### Clock routing

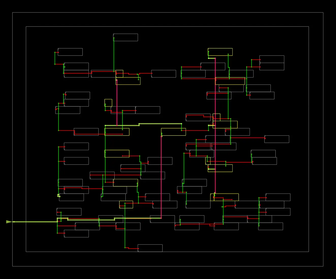
### I/O pins on the die edge

Scale: 3 px per um. Pins as bars across the die edge, other pins in grey.
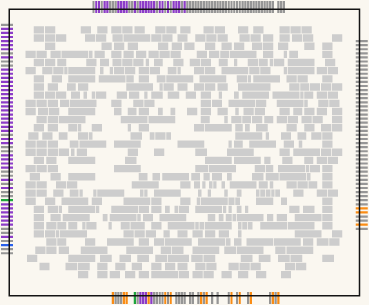
### The metal 3 layer

Scale: 4 px per um. Cells faint in the background.
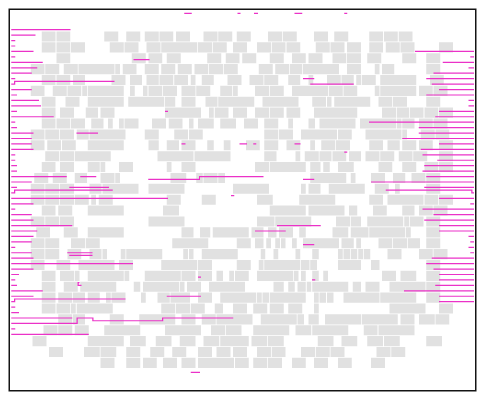
### Zoomed window

Region (62, 45) to (112, 95) um. Cells in grey, sequential cells in the stronger grey; small squares are vias.
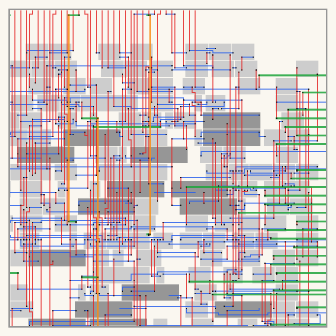
**config.mk**
```make
export PLATFORM = sky130hd
export DESIGN_NAME = adder_rr_arbiter
export DESIGN_NICKNAME = d
export VERILOG_FILES = /design/src/rtl/adder_rr_arbiter.sv
export SDC_FILE = /design/constraint.sdc
export NUM_CORES = 1
export LEC_CHECK = 0
export CORE_ASPECT_RATIO = 0.8
export CORE_MARGIN = 5
export CORE_UTILIZATION = 36
export DETAILED_ROUTE_END_ITERATION = 10
export GPL_TIMING_DRIVEN = 0
export PLACE_DENSITY = 0.78
export SLEW_MARGIN = 20
export SYNTH_ARGS = -nofsm -noshare
export SYNTH_HDL_FRONTEND = slang
export SYNTH_SLANG_ARGS = --single-unit
```
**constraint.sdc**
```tcl
create_clock -name CLK -period 2.1 [get_ports CLK]
set_input_delay 0.21 -clock CLK [delete_from_list [all_inputs] [get_ports CLK]]
set_output_delay 0.21 -clock CLK [all_outputs]
set_load 0.05 [all_outputs]
```
**src/rtl/adder_rr_arbiter.sv**
```systemverilog
// Round-robin sequencer sharing one combinational adder among NREQ requesters; IDLE->EXEC->DONE, result valid 2 edges after accept.
// Result held on RES_VALID until RES_READY; no arbitration in EXEC/DONE, so pending requests simply wait.
module adder_rr_arbiter #(
  parameter int WIDTH = 16,
  parameter int NREQ  = 4,
  localparam int IDW  = $clog2(NREQ)
) (
  input  logic                  CLK,
  input  logic                  RST,
  input  logic [NREQ-1:0]       REQ,
  input  logic [NREQ*WIDTH-1:0] REQ_A,
  input  logic [NREQ*WIDTH-1:0] REQ_B,
  input  logic [NREQ-1:0]       REQ_CIN,
  output logic [NREQ-1:0]       GNT,
  output logic [WIDTH-1:0]      ADD_A,
  output logic [WIDTH-1:0]      ADD_B,
  output logic                  ADD_CIN,
  output logic                  ADD_EN,
  input  logic [WIDTH-1:0]      ADD_SUM,
  input  logic                  ADD_COUT,
  output logic                  RES_VALID,
  input  logic                  RES_READY,
  output logic [WIDTH-1:0]      RES_SUM,
  output logic                  RES_COUT,
  output logic [IDW-1:0]        RES_ID,
  output logic                  BUSY
);

  typedef enum logic [1:0] {IDLE, EXEC, DONE} state_t;

  state_t           state;
  logic [IDW-1:0]   ptr;
  logic [IDW-1:0]   win;
  logic             found;
  logic [IDW:0]     cand;
  logic [IDW-1:0]   ptr_nxt;
  logic [WIDTH-1:0] op_a;
  logic [WIDTH-1:0] op_b;
  logic             op_cin;

  // Search starts at ptr and wraps modulo NREQ, which need not be a power of two.
  always_comb begin
    win   = '0;
    found = 1'b0;
    cand  = '0;
    for (int k = 0; k < NREQ; k++) begin
      cand = {1'b0, ptr} + (IDW+1)'(k);
      if (cand >= (IDW+1)'(NREQ)) cand = cand - (IDW+1)'(NREQ);
      if (!found && REQ[cand[IDW-1:0]]) begin
        found = 1'b1;
        win   = cand[IDW-1:0];
      end
    end
  end

  always_comb begin
    op_a    = REQ_A[int'(win)*WIDTH +: WIDTH];
    op_b    = REQ_B[int'(win)*WIDTH +: WIDTH];
    op_cin  = REQ_CIN[win];
    ptr_nxt = (win == IDW'(NREQ-1)) ? '0 : win + 1'b1;
  end

  always_ff @(posedge CLK or posedge RST) begin
    if (RST) begin
      state     <= IDLE;
      ptr       <= '0;
      GNT       <= '0;
      ADD_A     <= '0;
      ADD_B     <= '0;
      ADD_CIN   <= 1'b0;
      ADD_EN    <= 1'b0;
      RES_VALID <= 1'b0;
      RES_SUM   <= '0;
      RES_COUT  <= 1'b0;
      RES_ID    <= '0;
      BUSY      <= 1'b0;
    end else begin
      case (state)
        IDLE: begin
          if (found) begin
            ADD_A   <= op_a;
            ADD_B   <= op_b;
            ADD_CIN <= op_cin;
            ADD_EN  <= 1'b1;
            RES_ID  <= win;
            GNT     <= NREQ'(1) << win;
            ptr     <= ptr_nxt;
            BUSY    <= 1'b1;
            state   <= EXEC;
          end
        end
        EXEC: begin
          GNT       <= '0;
          ADD_EN    <= 1'b0;
          RES_SUM   <= ADD_SUM;
          RES_COUT  <= ADD_COUT;
          RES_VALID <= 1'b1;
          state     <= DONE;
        end
        DONE: begin
          if (RES_READY) begin
            RES_VALID <= 1'b0;
            BUSY      <= 1'b0;
            state     <= IDLE;
          end
        end
        default: begin
          GNT    <= '0;
          ADD_EN <= 1'b0;
          BUSY   <= 1'b0;
          state  <= IDLE;
        end
      endcase
    end
  end

endmodule
```
==> flow_summary.rst <==
Synthesis and place-and-route
=============================

.. list-table::
   :header-rows: 1

   * - Metric
     - Value
   * - Number of gates given a new drive strength after cts
     - 0
   * - Data arrival time at the worst-slack endpoint
     - 2100 ps
   * - Final number of setup-violating endpoints
     - 0
   * - Highest clock rate
     - between 500 and 600 MHz
   * - Biggest regs
     - ADD_A (16), ADD_B (16), RES_SUM (16)
   * - Outcome
     - finished clean
   * - Critical path's slowest cell
     - clkdlybuf4s50_1
   * - Cells along the critical path
     - clkdlybuf4s50_1, nor4_2, or3_1, buf_2, inv_2, nand2_2, buf_2, o221ai_1
   * - Cell Pwr Density
     - about 1600 nW/um2
   * - Tool warnings
     - 26
   * - Switching part of the total power
     - between 40% and 50%
   * - Synthesized cell area
     - between 3000 and 4000 um2
   * - Detailed Route WL
     - ~11000 um
   * - Count of clock tree sinks
     - ~63
   * - Tightest Hold Check Type
     - in -> async
   * - ANT cells
     - 0
   * - Most frequent logic cell in the layout
     - clkdlybuf4s50_1
   * - Summed negative setup slack over all endpoints
     - 0 ps
   * - Cell count after placement
     - a little over 600
   * - Via-per-instance ratio
     - 5.05
   * - Overall die height
     - roughly 95 um
   * - Post-synthesis net count
     - 438
   * - Count of instantiated cells in the yosys netlist
     - roughly 280
   * - Synthesized instance count
     - ~280
   * - #FFs+latches synth
     - roughly 63
   * - Most used cell along the critical path
     - buf_2
   * - Final Wtd Congestion
     - 0.801
   * - Clock transition at path regs
     - roughly 60 ps
   * - Number of failing hold endpoints at the final stage
     - 0
   * - Area added between synthesis and finish
     - 80.5%
   * - Net switching component of the power
     - between 4000 and 5000 uW
   * - Tally of non-filler cells in the final layout
     - ~630
   * - Part of the power in registers
     - a little under a quarter
   * - Fraction of power consumed by the clock network
     - between 15 and 20%
   * - Routed wire per std cell
     - about 18 um
   * - Number of distinct library cells after synthesis
     - 27
   * - Total count of max-transition violations in the final report
     - 0
   * - Count of antenna-violating nets left after detailed routing
     - 0
   * - Maximum number of buffers from clock root to sink
     - 2
   * - Die W
     - 116 um
   * - Total global routing overflow
     - 0
Notes on 'Clock routing' above:
count of clock-net buffers in the final layout: 11
clock insertion delay at the later pin of the skew report: 320 ps
seq_cells: 63
Layout Skew: 4.75 ps
Clk power: 1480 uW

Notes on 'I/O pins on the die edge' above:
- orange: RES_SUM (pins 16; direction output; edge 13 south, 3 east)
- purple: REQ_B (pins 64; direction input; edge 38 west, 22 north, 4 south)
- blue: CLK (pins 1; direction input; edge west)
- green: RES_ID (pins 2; direction output; edge 1 south, 1 west)

Notes on 'The metal 3 layer' above:
- share of all routed wire: 9.1%
- nets with wire on the layer: 122

Notes on 'Zoomed window' above:
- red: metal 2
- green: metal 3
- orange: metal 4
- blue: metal 1
- netlist names of flops here include: ADD_A (12), state (1)
- cells with their middle in the window: 132
- sequential cells in the window: 13
- most frequent: clkdlybuf4s50_1 (61), mux2i_1 (25), dfrtp_1 (13)

[stage by stage]
stage | worst slack (ps) | hold WS, ps | util [%]
floorplan | 320 | 362 | -
global placement | -795 | 460 | 62.1
detailed placement | -320 | 476 | 62.3
CTS | 26.2 | 202 | 65.7
global route | 57.1 | 214 | 65.8
finish | 169 | 193 | 65.8
[how the worst min path moves through the flow]
stage / startpoint / endpoint / slack [ps] / depth (start not counted)
after global routing: RST / RES_SUM[12]$_DFFE_PP0P_ / 210 / 2
after floorplan: ADD_SUM[2] / RES_SUM[2]$_DFFE_PP0P_ / 360 / 1
after global placement: RES_ID[1]$_DFFE_PP0P_ / RES_ID[1]$_DFFE_PP0P_ / 460 / 2
final: RST / RES_SUM[11]$_DFFE_PP0P_ / 190 / 2
after detailed placement: ADD_B[12]$_DFFE_PP0P_ / ADD_B[12]$_DFFE_PP0P_ / 480 / 2
after CTS: RST / RES_SUM[12]$_DFFE_PP0P_ / 200 / 2
[cell families after synthesis]
logic type	share of synthesized area (%)
buffers and inverters	5.42
adders and majority gates	0.385
and+or+nand+nor	6.77
AOI/OAI and AO/OA	12.8
DFF	48.5
muxes	26.2
[cell type report]
cell class | count | area [um2] | share of cell area, %
flip-flops and latches | 63 | 1580 | 26.9
plain buffers | 21 | 146 | 2.49
clock inverters | 5 | 57.6 | 0.980
clock buffers | 11 | 243 | 4.13
inverters | 8 | 32.5 | 0.554
repair buffers | 215 | 2160 | 36.8
well taps | 115 | 144 | 2.45
multi-input cells | 189 | 1510 | 25.7
[critical path, delay by kind of cell]
family	cells	cell delay [ps]
AOI/OAI and AO/OA	1	170
buffers and inverters	4	1040
and+or+nand+nor	3	690
[power groups by stage]
stage	logic (uW)	registers (uW)	clock network, uW
floorplan	1920	4110	0
detailed placement	5890	2200	0
global route	6180	2270	1540
global placement	5790	2170	0
finish	5850	2180	1480
CTS	5910	2180	1490
[cell usage after synthesis]
cell type / number / area share [%]
o21ai_0: 4 / 0.62
a21o_1: 2 / 0.46
a211o_1: 1 / 0.27
nand2_1: 41 / 4.7
buf_4: 1 / 0.23
nor2b_1: 2 / 0.38
o21ai_1: 1 / 0.15
a22o_1: 1 / 0.27
inv_1: 7 / 0.81
buf_2: 9 / 1.4
mux2i_1: 66 / 20
nor4_1: 1 / 0.19
o32ai_2: 1 / 0.50
nor2_1: 6 / 0.69
o221ai_1: 33 / 8.9
buf_6: 7 / 2.4
a21oi_1: 5 / 0.77
o21a_1: 1 / 0.23
dfrtp_1: 63 / 48
inv_2: 1 / 0.12
a32o_1: 2 / 0.62
mux2_2: 17 / 5.9
clkbuf_1: 4 / 0.46
ha_1: 1 / 0.38
or3_1: 1 / 0.19
nand2_2: 1 / 0.19
nand2b_1: 2 / 0.38
[metal layers]
layer / global-route usage, % / vias to the layer above / part of all wire (%) / wire (um)
li1: - / 1490 / - / -
met1: 24.1 / 1514 / 39 / 4460
met2: 34.3 / 145 / 49 / 5530
met3: 5.58 / 20 / 9.1 / 1030
met4: 8.12 / 0 / 2.5 / 286
met5: 0 / - / 0 / 0
Power and IR drop assume default switching activity.
